`src/rtl/dmem_arbiter.sv`:
```
// Data-memory arbiter between the CPU and a debug/loader port.
// The CPU owns memory by default. A pending debug request waits behind CPU
// traffic for at most MAX_WAIT cycles, then takes memory for a burst of up
// to BURST_MAX beats before control returns to the CPU.
//
//   state   | meaning
//   --------+----------------------------------------------------------
//   CPU_OWN | CPU drives memory; debug requests count wait cycles
//   DBG_OWN | debug port drives memory; CPU is stalled if it requests
module dmem_arbiter #(
   parameter int MAX_WAIT  = 4,
   parameter int BURST_MAX = 8
) (
   input  logic        clk,
   input  logic        reset,
   input  logic        cpu_req,
   input  logic        cpu_we,
   input  logic [31:0] cpu_addr,
   input  logic [31:0] cpu_wdata,
   output logic [31:0] cpu_rdata,
   output logic        cpu_stall,
   input  logic        dbg_req,
   input  logic        dbg_we,
   input  logic        dbg_last,
   input  logic [31:0] dbg_addr,
   input  logic [31:0] dbg_wdata,
   output logic        dbg_gnt,
   output logic [31:0] dbg_rdata,
   output logic        dbg_valid,
   output logic        dbg_err,
   output logic        mem_we,
   output logic [31:0] mem_addr,
   output logic [31:0] mem_wdata,
   input  logic [31:0] mem_rdata
);

   localparam int WW = $clog2(MAX_WAIT + 1);
   localparam int BW = $clog2(BURST_MAX + 1);

   typedef enum logic {
      CPU_OWN = 1'b0,
      DBG_OWN = 1'b1
   } state_t;

   state_t          r_state;
   state_t          w_state_nxt;
   logic [WW-1:0]   r_wait_cnt;
   logic [BW-1:0]   r_beat_cnt;
   logic [31:0]     r_dbg_rdata;
   logic            r_dbg_valid;
   logic            r_dbg_err;

   logic            w_dbg_aligned;
   logic            w_dbg_acc;
   logic            w_wait_full;
   logic            w_burst_end;
   logic            w_dbg_rd_ok;

   assign w_dbg_aligned = (dbg_addr[1:0] == 2'b00);
   assign w_dbg_acc     = (r_state == DBG_OWN) && dbg_req;
   assign w_wait_full   = (r_wait_cnt == WW'(MAX_WAIT));
   // The beat being accepted now is the BURST_MAX-th one.
   assign w_burst_end   = (r_beat_cnt == BW'(BURST_MAX - 1));
   assign w_dbg_rd_ok   = w_dbg_acc && !dbg_we && w_dbg_aligned;

   // State register.
   always_ff @(posedge clk or negedge reset) begin
      if (!reset) begin
         r_state <= CPU_OWN;
      end else begin
         r_state <= w_state_nxt;
      end
   end

   // Next-state decision: CPU wins contention until the wait budget is spent.
   always_comb begin
      w_state_nxt = r_state;
      case (r_state)
         CPU_OWN: begin
            if (dbg_req && (!cpu_req || w_wait_full)) begin
               w_state_nxt = DBG_OWN;
            end
         end
         DBG_OWN: begin
            if (!dbg_req || dbg_last || w_burst_end) begin
               w_state_nxt = CPU_OWN;
            end
         end
         default: w_state_nxt = CPU_OWN;
      endcase
   end

   // Output mux: memory port follows the current owner.
   always_comb begin
      mem_addr  = cpu_addr;
      mem_wdata = cpu_wdata;
      mem_we    = cpu_req && cpu_we;
      dbg_gnt   = 1'b0;
      cpu_stall = 1'b0;
      if (r_state == DBG_OWN) begin
         mem_addr  = dbg_addr;
         mem_wdata = dbg_wdata;
         // Misaligned debug writes are dropped rather than corrupting memory.
         mem_we    = dbg_req && dbg_we && w_dbg_aligned;
         dbg_gnt   = 1'b1;
         cpu_stall = cpu_req;
      end
   end

   // Wait counter: counts cycles a debug request loses to the CPU, saturating.
   always_ff @(posedge clk or negedge reset) begin
      if (!reset) begin
         r_wait_cnt <= '0;
      end else if (r_state == DBG_OWN || !dbg_req || w_state_nxt == DBG_OWN) begin
         r_wait_cnt <= '0;
      end else if (cpu_req && !w_wait_full) begin
         r_wait_cnt <= r_wait_cnt + WW'(1);
      end
   end

   // Beat counter: accepted beats in the current grant, zero outside a burst.
   always_ff @(posedge clk or negedge reset) begin
      if (!reset) begin
         r_beat_cnt <= '0;
      end else if (r_state == CPU_OWN || w_state_nxt == CPU_OWN) begin
         r_beat_cnt <= '0;
      end else if (w_dbg_acc) begin
         r_beat_cnt <= r_beat_cnt + BW'(1);
      end
   end

   // Debug response: one-cycle valid/err flags; read data held until the next read.
   always_ff @(posedge clk or negedge reset) begin
      if (!reset) begin
         r_dbg_rdata <= '0;
         r_dbg_valid <= 1'b0;
         r_dbg_err   <= 1'b0;
      end else begin
         r_dbg_valid <= w_dbg_rd_ok;
         r_dbg_err   <= w_dbg_acc && !w_dbg_aligned;
         if (w_dbg_rd_ok) begin
            r_dbg_rdata <= mem_rdata;
         end
      end
   end

   assign cpu_rdata = mem_rdata;
   assign dbg_rdata = r_dbg_rdata;
   assign dbg_valid = r_dbg_valid;
   assign dbg_err   = r_dbg_err;

endmodule

```
`config.mk`:
```
export PLATFORM = sky130hd
export DESIGN_NAME = dmem_arbiter
export DESIGN_NICKNAME = d
export VERILOG_FILES = /design/src/rtl/dmem_arbiter.sv
export SDC_FILE = /design/constraint.sdc
export NUM_CORES = 1
export LEC_CHECK = 0
export CAP_MARGIN = 20
export CORE_AREA = 3 3 114 116
export DETAILED_ROUTE_END_ITERATION = 8
export DIE_AREA = 0 0 117 119
export PLACE_DENSITY = 0.72
export SLEW_MARGIN = 25
export SYNTH_ARGS = -nofsm -noshare
export SYNTH_HDL_FRONTEND = slang
export SYNTH_SLANG_ARGS = --single-unit
```
`constraint.sdc`:
```
create_clock -name clk -period 1.45 [get_ports clk]
set_input_delay 0.29 -clock clk [delete_from_list [all_inputs] [get_ports clk]]
set_output_delay 0.29 -clock clk [all_outputs]
set_load 0.03 [all_outputs]
```
Figure 1. Cell sizes after repair (run 1).
Scale: 3 px per um.
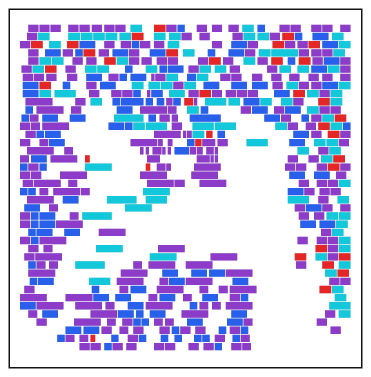
[cyan] x6 and larger | cells: 95 | share: 18%
[red] x2 | cells: 35 | share: 6.7%
[purple] x1 and smaller | cells: 268 | share: 51%
[blue] x3 and x4 | cells: 127 | share: 24%

Figure 2. Congestion heat map (run 1).
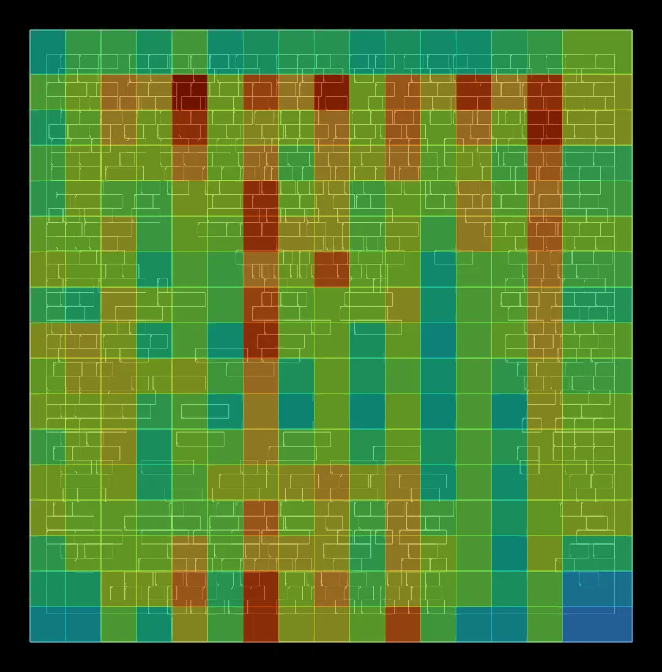
Total GRT Usage: 0.1589
post-layout util: 0.5422
met2 GRT Util: 0.3069

==> impl_metrics.ini, run 1 <==
; synthesis and place-and-route metrics
[min_path]
min_delay_path_depth = 1
min_path_type = reg2reg
hold_end = r_beat_cnt[0]$_DFFE_PN0P_

[setup_path]
endpoint = mem_addr[2]
cp_num_cells = 5
path_cells = buf_12 -> buf_6 -> buf_4 -> mux2_4 -> buf_6
path_class = reg2out
critical_path_arrival_ps = 1630
r2r_cells = 8
regToRegStartpoint = r_state$_DFF_PN0_
worstPathMaxFanout = 4
r2r_slack_ps = -420
critical-path-max-stage-delay_ps = 520
worst_setup_path_end_kind = primary output
worstPathRequired_ps = 1160
worstSetupStartpoint = r_state$_DFF_PN0_
crit_top_cell = buf_6
crit_buf_inv = 4
critPathTopFamily = buffers and inverters
critPathSlowestCell = dfrtp_4
r2r_end = dbg_rdata[7]$_DFFE_PN0P_
cp-start-kind = flip-flop

[placed_design]
post-dp-hpwl_um = 9367
pre_cts_ws_ps = -481.2
io_buffers = 299
place_area_um2 = 5697
dp_cells = 634
place.gp.congestion = 0.7622

[clock_network]
clk_path_buf_depth = 2
cts_made_buffers = 5
cts_tree = done
clk_pin_slew_ps = 60
insertion_delay_ps = 280
hold_buffers = 1
root_buffer = clkbuf_16
cts_resized = 285
htreeDepth = 2
postCtsSetupBuffers = 18
cts_num_sinks = 42

[sta]
holdWs_ps = 485.3
rsz0062_at_grt = yes
slew_violations = 0
tns_ps = -38770
finalHoldViolations = 0
post-route-period-util = 1.326
worst_slack_ps = -472.3
fmax_mhz = 520.2
slew_headroom = 0.6931
setup_viol = 107
tightest_slew_ps = 460.3
period_minus_slack_ps = 1922
skew_ps = 4.451

[pwr]
p_seq_frac = 0.266
switching_power_uw = 1978
power_frac_comb = 0.546
power.density_nw_per_um2 = 857.4
p_leak_uw = 0.003051
vdd.ir_drop.worst_v = 0.0005698
internal-power_uw = 3606
netSwitchingFraction = 0.3543
finalPower_uw = 5584

[synthesis]
yosys_cells = 215
edf_count = 0
fp_nets = 385
synthDominantCellAreaShare = 0.4041
yosys-top-cells-count = 96 x mux2_2, 42 x dfrtp_1, 33 x buf_4
yosys.stat.chipArea_um2 = 2675
syn_inst = 215
ys_types = 24
netlist_area_um2 = 2675
flop_cell = dfrtp_1
ys_ff = 42
syn_area_per_cell_um2 = 12.44
yosysMostFrequentCell = mux2_2
async_reset_ff_frac = 1.000

[die]
row_count = 40
initial_core_util = 0.2227
fp.coreArea_um2 = 12010
dieArea_um2 = 13920
ioPinCount = 300
die_h_um = 119

[grt]
antenna_found_initial = 0
grt.busiest_layer = met2
grt_pass1_wl_um = 17230
grt_start_max_net_pins = 26
overflow = 0
grt_util_met3 = 0.03862
met1_usage = 0.1722

[drt]
via_per_inst = 4.277
ant_nets = 0
drt_iter0_markers = 96
drc = 0
met1_length_um = 4296
top_layer_used = met4
dr_total_vias = 2874
wl_per_cell_um = 18.29
dr.pass1.iters = 4

[outcome]
violations = negative setup slack
outcome = finished, violations left

[finish]
drive_gt1_frac = 0.4895
num-nets-final = 695
num_antenna_cells = 0
areaGrowthSynthToFinish_pct = 143.5
layout_top_cells = 165 x clkdlybuf4s50_1, 74 x buf_6, 67 x mux2_4, 55 x buf_4, 41 x dfrtp_1
final_area_um2 = 6513
largest_register_ffs = 32

[run]
warnings = 30
max-cap-violations = 0
Figure 3. Logic cells by family (run 1).
Scale: 3 px per um.
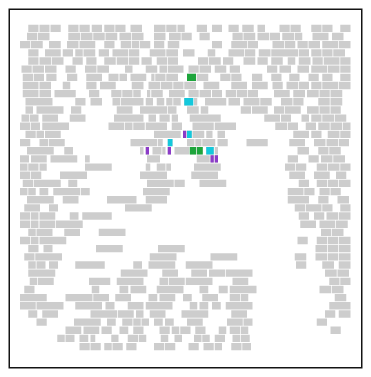
[cyan] aoi and oai cells | cells: 4
[purple] inv cells | cells: 5 | where: middle
[green] and/or cells | cells: 3
most numerous logic cell after layout: clkdlybuf4s50_1
final cell count without fillers: 672
logic share of the area: 0.2394

[run 1: power groups by stage]
stage	clock network, uW	logic, uW	registers, uW
finish	1050	3050	1490
global route	1120	3190	1520
CTS	1070	2940	1480
detailed placement	0	2820	1510
global placement	0	2800	1500
floorplan	0	1070	1900
[run 1: cell type report]
class / count / area, um2
clock buffer: 5 / 125.1
inverter: 5 / 18.77
timing repair buffer: 346 / 3561
tap: 147 / 183.9
clock inverter: 2 / 10.01
sequential: 42 / 1055
fill: 1039 / 5499
multi-input combinational: 125 / 1559
[run 1: logic make-up after synthesis]
family          synth area share
mux                       0.4079
buf+inv                   0.1254
flops                     0.3929
simple gates             0.04116
compound gates           0.01216
fa+ha+maj                0.01403
xor+xnor                0.006549
==> run 2, diff against run 1 <==
--- a/config.mk
+++ b/config.mk
@@ -5,11 +5,12 @@
 export SDC_FILE = /design/constraint.sdc
 export NUM_CORES = 1
 export LEC_CHECK = 0
+export ABC_AREA = 1
 export CAP_MARGIN = 20
-export CORE_AREA = 3 3 114 116
+export CORE_AREA = 3 3 116 118
 export DETAILED_ROUTE_END_ITERATION = 8
-export DIE_AREA = 0 0 117 119
-export PLACE_DENSITY = 0.72
+export DIE_AREA = 0 0 119 121
+export PLACE_DENSITY = 0.71
 export SLEW_MARGIN = 25
 export SYNTH_ARGS = -nofsm -noshare
 export SYNTH_HDL_FRONTEND = slang
Figure 4. Cell sizes after repair (run 2).
Scale: 3 px per um.
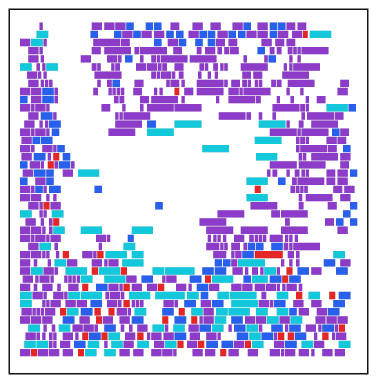
[cyan] x6 and larger | cells: 79 | share: 11%
[red] x2 | cells: 41 | share: 5.8%
[purple] x1 and smaller | cells: 481 | share: 68%
[blue] x3 and x4 | cells: 104 | share: 15%
Final Cell Area: 6615 um2
Area growth syn-to-layout: 142.2%

Figure 5. Placed cells, one colour a class (run 2).
Scale: 3 px per um. Fill, decap, tap and diode cells in grey.
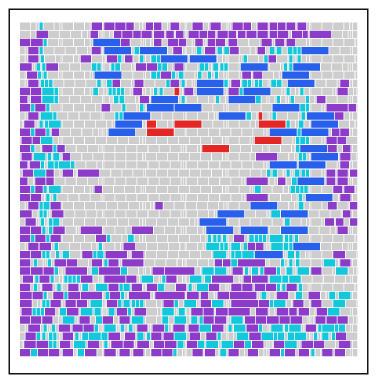
[cyan] remaining logic cells | cells: 329 | share of their area: 28%
[blue] sequential cells | cells: 42 | share of their area: 16%
[purple] remaining buffers and delay cells | cells: 326 | share of their area: 53%
[red] clock drivers and dummy loads | cells: 8 | share of their area: 2.2%
Rows: 41
flop share of the area: 0.1591
post-layout util: 0.5263
CORE AREA: 12570 um2

Figure 6. Logic cells by family (run 2).
Scale: 3 px per um.
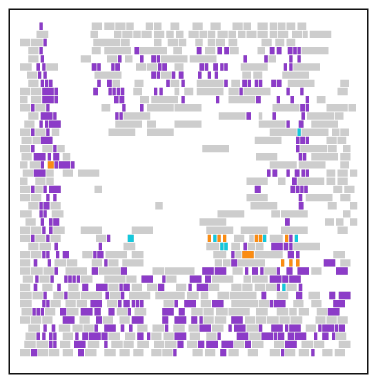
[purple] nand cells | cells: 303 | where: all over the die
[cyan] inv cells | cells: 8
[orange] nor cells | cells: 11
logic share of the area: 0.2671
final cell count without fillers: 877

==> run 2 against run 1 <==
The run still ends with negative setup slack left. Combinational power rose by 2%. Clock skew grew 3.7 ps. Highest routed layer unchanged. Sequential power about the same.
==> impl_metrics.ini, run 2 <==
; synthesis and place-and-route metrics
[sta]
slew_headroom = 0.7702
worst_slack_ps = -237.8
tightest_slew_ps = 346.0
rsz0062_at_grt = yes
setup_viol = 67
fmax_mhz = 592.5
holdWs_ps = 457.0
skew_ps = 8.122
finalHoldViolations = 0
tns_ps = -11700
slew_violations = 0
period_minus_slack_ps = 1688
post-route-period-util = 1.164

[finish]
largest_register_ffs = 32
design.seq.count = 42
nMultiInputCombCells = 321
num_antenna_cells = 0
biggestCellCategory = buffers
num-nets-final = 874
inverters_excl_clock = 8
layout_top_cells = 179 x nand2_1, 165 x clkdlybuf4s50_1, 52 x buf_4, 51 x buf_6, 49 x nand2_4
final-nonclk-buf-share = 0.5148
regArea_um2 = 1052
mi_logic_area_um2 = 1767
clock_area_frac = 0.02156
buffers = 326
nClkBuffers = 6
drive_gt1_frac = 0.3177
mostFrequentLayoutCell = nand2_1
nFillCells = 1153

[synthesis]
muxShareOfSynthArea = 0
area_leaders = dfrtp_1 38%, nand2_1 36%, buf_4 8.8%
top_area_cell = dfrtp_1
yosys.stat.chipArea_um2 = 2731
async_reset_ff_frac = 1.000
fp_nets = 596
top_logic_kind = simple AND/OR/NAND/NOR gates
ys_types = 15
flop_cell = dfrtp_1
yosys-top-cells-count = 264 x nand2_1, 42 x dfrtp_1, 35 x nand3_1
ys_sh_simple = 0.4553
edf_count = 0
syn_area_per_cell_um2 = 6.412
yosysMostFrequentCell = nand2_1
adder_share = 0.01374
ys_seq_frac = 0.3848
ys_ff = 42
yosys_cells = 426
synthXorXnorAreaFrac = 0.006413
netlist_area_um2 = 2731
syn_inst = 426
synthAoiAreaFrac = 0.001832
synthDominantCellAreaShare = 0.3848
synth_warnings = 0

[pwr]
powerComb_uw = 3120
power.density_nw_per_um2 = 857.8
power_leader = combinational logic
clk-power_uw = 1080
vdd.ir_drop.worst_v = 0.0003318
p_seq_frac = 0.260
internal-power_uw = 3397
finalPower_uw = 5674
netSwitchingFraction = 0.4013
seq-power_uw = 1480
power_frac_comb = 0.550
p_leak_uw = 0.003332
switching_power_uw = 2277
clkPwrFrac = 0.190

[grt]
grt_pass1_wl_um = 20000
overflow = 0
antenna_found_initial = 0
grt.busiest_layer = met2
grt_util_met3 = 0.04242
grt_start_max_net_pins = 43
grt_use_met2 = 0.3313
gr-usage-all-layers = 0.1699
met1_usage = 0.1824
grt_pass1_vias = 3933

[drt]
routed_wl_um = 13160
wl_met2_um = 7470
top_layer_used = met4
drc = 0
ant_nets = 0
drt_iter0_markers = 198
dr.pass1.iters = 4
met1_length_um = 4627
wl_per_cell_um = 15.01
via_per_inst = 4.277
routed-wl-met3_um = 794
dr_total_vias = 3751

[die]
ioPinCount = 300
nWellTaps = 172
die_h_um = 121
die_w_um = 119
dieArea_um2 = 14400
initial_core_util = 0.2173

[run]
max-cap-violations = 0
warnings = 30

[clock_network]
cts_made_buffers = 5
root_buffer = clkbuf_16
clk_pin_slew_ps = 60
hold_buffers = 1
cts_resized = 117
insertion_delay_ps = 280
clk_path_buf_depth = 2
cts_tree = done
cts_num_sinks = 42
postCtsSetupBuffers = 5
htreeDepth = 2

[setup_path]
r2r_end = dbg_rdata[1]$_DFFE_PN0P_
endpoint = mem_addr[21]
worstPathRequired_ps = 1160
critical_path_arrival_ps = 1400
worst_setup_path_end_kind = primary output
cp-start-kind = flip-flop
path_class = reg2out
r2r_slack_ps = 130
r2r_cells = 7
regToRegStartpoint = r_state$_DFF_PN0_
worstSetupStartpoint = r_state$_DFF_PN0_
worstPathMaxFanout = 8

[placed_design]
place_area_um2 = 5867
place.gp.congestion = 0.9131
pre_cts_ws_ps = -203.7
post-dp-hpwl_um = 10260
dp_cells = 858
io_buffers = 299

[min_path]
hold_end = r_wait_cnt[0]$_DFFE_PN0P_
min_delay_path_depth = 1
min_path_type = reg2reg

[outcome]
violations = negative setup slack
outcome = finished, violations left
## run 2: cell types whose count changed after synthesis, sizes merged, moves of 3 or more
cell | before | now
clkbuf | 0 | 7
mux2 | 96 | 0
nand2 | 3 | 265
buf | 43 | 48
inv | 5 | 8
nor2 | 6 | 11
nand3 | 1 | 35
## run 2: critical path: stages (launching register included)
cell	delay [ps]
dfrtp_2	460
inv_4	100
buf_6	140
clkbuf_16	160
nand2_2	70
nand2_4	60
buf_6	130
## run 2: kinds of logic after synthesis
logic type	after synthesis
adders and majority gates	3
AOI/OAI and AO/OA	1
buffers and inverters	63
and+or+nand+nor	315
xor gates and xnor gates	2
DFF	42
==> run 3, diff against run 2 <==
--- a/config.mk
+++ b/config.mk
@@ -6,6 +6,7 @@
 export NUM_CORES = 1
 export LEC_CHECK = 0
 export ABC_AREA = 1
+export ABC_CLOCK_PERIOD_IN_PS = 1450
 export CAP_MARGIN = 20
 export CORE_AREA = 3 3 116 118
 export DETAILED_ROUTE_END_ITERATION = 8
Figure 7. Cell sizes after repair (run 3).
Scale: 3 px per um.
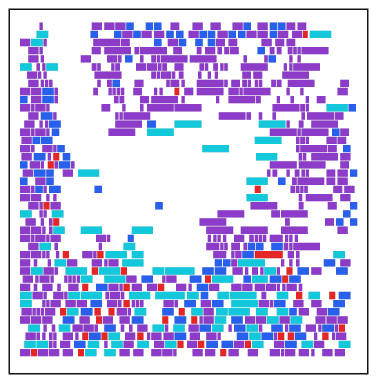
[purple] x1 and smaller | cells: 481 | share: 68%
[blue] x3 and x4 | cells: 104 | share: 15%
[red] x2 | cells: 41 | share: 5.8%
[cyan] x6 and larger | cells: 79 | share: 11%
Non-clk bufs: 326
final setup margin: -237.8 ps

Figure 8. M3 wires (run 3).
Scale: 4 px per um.
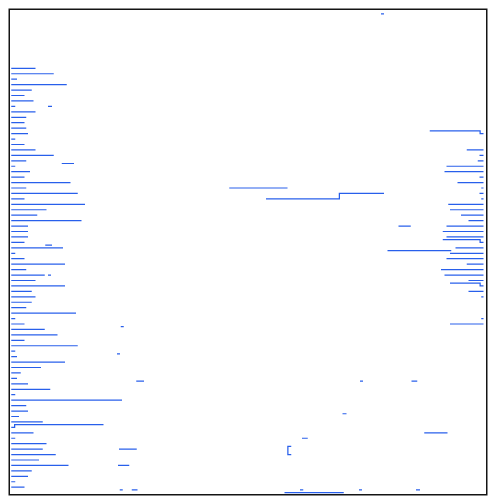
longest straight run: 27.4 um
nets with wire on the layer: 126
share of all routed wire: 6.0%
Vias: 3751
Routed WL: 13160 um
met3 Use GR: 0.04242

Figure 9. Logic cells by family (run 3).
Scale: 3 px per um.
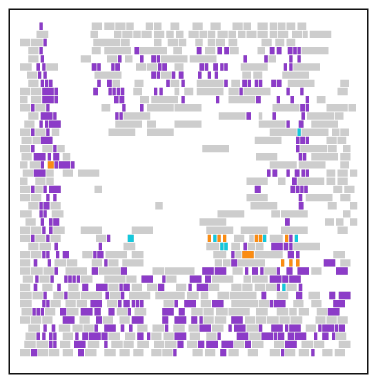
[purple] nand cells | cells: 303 | where: all over the die
[cyan] inv cells | cells: 8
[orange] nor cells | cells: 11
most numerous logic cell after layout: nand2_1

==> run 3 against run 2 <==
The flow still finishes with violations (negative setup slack). Global-route usage unchanged. Cell count unchanged. Worst hold slack unchanged. Clock-buffer cell count unchanged. Clock skew unchanged. Via count unchanged. Utilization unchanged. Wire length unchanged. First-iteration DRC count unchanged. Sequential cell count unchanged. Sequential power about the same. Sequential share of layout area unchanged. Critical path type unchanged. Largest cell class unchanged. Highest routed layer unchanged.
==> impl_metrics.ini, run 3 <==
; synthesis and place-and-route metrics
[clock_network]
root_buffer = clkbuf_16
cts_made_buffers = 5
insertion_delay_ps = 280
cts_tree = done
htreeDepth = 2

[drt]
via_per_inst = 4.277
drt_iter0_markers = 198
drc = 0
top_layer_used = met4
ant_nets = 0
wl_per_cell_um = 15.01
met1_length_um = 4627
dr.pass1.iters = 4
wl_met2_um = 7470
routed-wl-met3_um = 794

[sta]
rsz0062_at_grt = yes
holdWs_ps = 457.0
post-route-period-util = 1.164
skew_ps = 8.122
tightest_slew_ps = 346.0
setup_viol = 67
worst_slack_ps = -237.8

[synthesis]
top_area_cell = dfrtp_1
ys_sh_simple = 0.4553
yosys-top-cells-count = 264 x nand2_1, 42 x dfrtp_1, 35 x nand3_1
edf_count = 0
synthXorXnorAreaFrac = 0.006413
syn_inst = 426
synth_warnings = 0
synthAoiAreaFrac = 0.001832
top_logic_kind = simple AND/OR/NAND/NOR gates
ys_types = 15
ys_seq_frac = 0.3848
async_reset_ff_frac = 1.000
area_leaders = dfrtp_1 38%, nand2_1 36%, buf_4 8.8%
adder_share = 0.01374
ys_ff = 42
syn_area_per_cell_um2 = 6.412
yosysMostFrequentCell = nand2_1
muxShareOfSynthArea = 0
fp_nets = 596
flop_cell = dfrtp_1
synthDominantCellAreaShare = 0.3848
yosys.stat.chipArea_um2 = 2731
yosys_cells = 426

[finish]
final_util = 0.5263
nClkBuffers = 6
design.seq.count = 42
drive_gt1_frac = 0.3177
sh_comb_area = 0.2671
final-nonclk-buf-share = 0.5148
clock_area_frac = 0.02156
final_area_um2 = 6615
nFillCells = 1153
regArea_um2 = 1052
inverters_excl_clock = 8
seq_share = 0.1591
final_cells = 877
areaGrowthSynthToFinish_pct = 142.2
layout_top_cells = 179 x nand2_1, 165 x clkdlybuf4s50_1, 52 x buf_4, 51 x buf_6, 49 x nand2_4
nMultiInputCombCells = 321
biggestCellCategory = buffers

[grt]
gr-usage-all-layers = 0.1699
grt.busiest_layer = met2
grt_pass1_vias = 3933
met1_usage = 0.1824
overflow = 0
grt_start_max_net_pins = 43
antenna_found_initial = 0

[setup_path]
path_cells = inv_4 -> buf_6 -> clkbuf_16 -> nand2_2 -> nand2_4 -> buf_6
r2r_cells = 7
worstPathRequired_ps = 1160
critPathSlowestCell = dfrtp_2
critical-path-max-stage-delay_ps = 460
r2r_end = dbg_rdata[1]$_DFFE_PN0P_
crit_top_cell = buf_6
endpoint = mem_addr[21]
worstSetupStartpoint = r_state$_DFF_PN0_
cp-start-kind = flip-flop
regToRegStartpoint = r_state$_DFF_PN0_
path_class = reg2out
worst_setup_path_end_kind = primary output

[die]
row_count = 41
die_w_um = 119
die_h_um = 121
fp.coreArea_um2 = 12570
dieArea_um2 = 14400

[placed_design]
dp_cells = 858
place.gp.congestion = 0.9131
io_buffers = 299
pre_cts_ws_ps = -203.7
post-dp-hpwl_um = 10260
place_area_um2 = 5867

[pwr]
netSwitchingFraction = 0.4013
p_seq_frac = 0.260
finalPower_uw = 5674
power_frac_comb = 0.550
switching_power_uw = 2277
internal-power_uw = 3397
clkPwrFrac = 0.190
power.density_nw_per_um2 = 857.8

[outcome]
outcome = finished, violations left
violations = negative setup slack

[min_path]
min_delay_path_depth = 1
hold_end = r_wait_cnt[0]$_DFFE_PN0P_
min_path_type = reg2reg

[run]
max-cap-violations = 0
warnings = 30
## run 3: cell counts after synthesis
Identical to the previous run, type by type.
## run 3: power groups by stage
stage / clock, uW / sequential [uW] / combinational [uW]
after floorplan: 0 / 1870 / 1080
after global placement: 0 / 1500 / 2870
after detailed placement: 0 / 1510 / 2920
after CTS: 1110 / 1480 / 3020
after global routing: 1170 / 1500 / 3290
final: 1080 / 1480 / 3120
## run 3: critical path, delay by kind of cell (launching register included)
family | cells | cell delay [ps]
buffers and inverters | 4 | 530
flip-flops | 1 | 460
AND/OR/NAND/NOR | 2 | 130
## run 3: what timing repair did
item	4_1_cts	5_1_grt
endpoints found under the setup margin	100	69
resized	117	51
hold buffers	1	0
gates cloned	2	3
pin swaps	3	10
hold endpoints to repair	42	0
buffers inserted	5	0
Power is estimated from default activity; no workload was simulated.
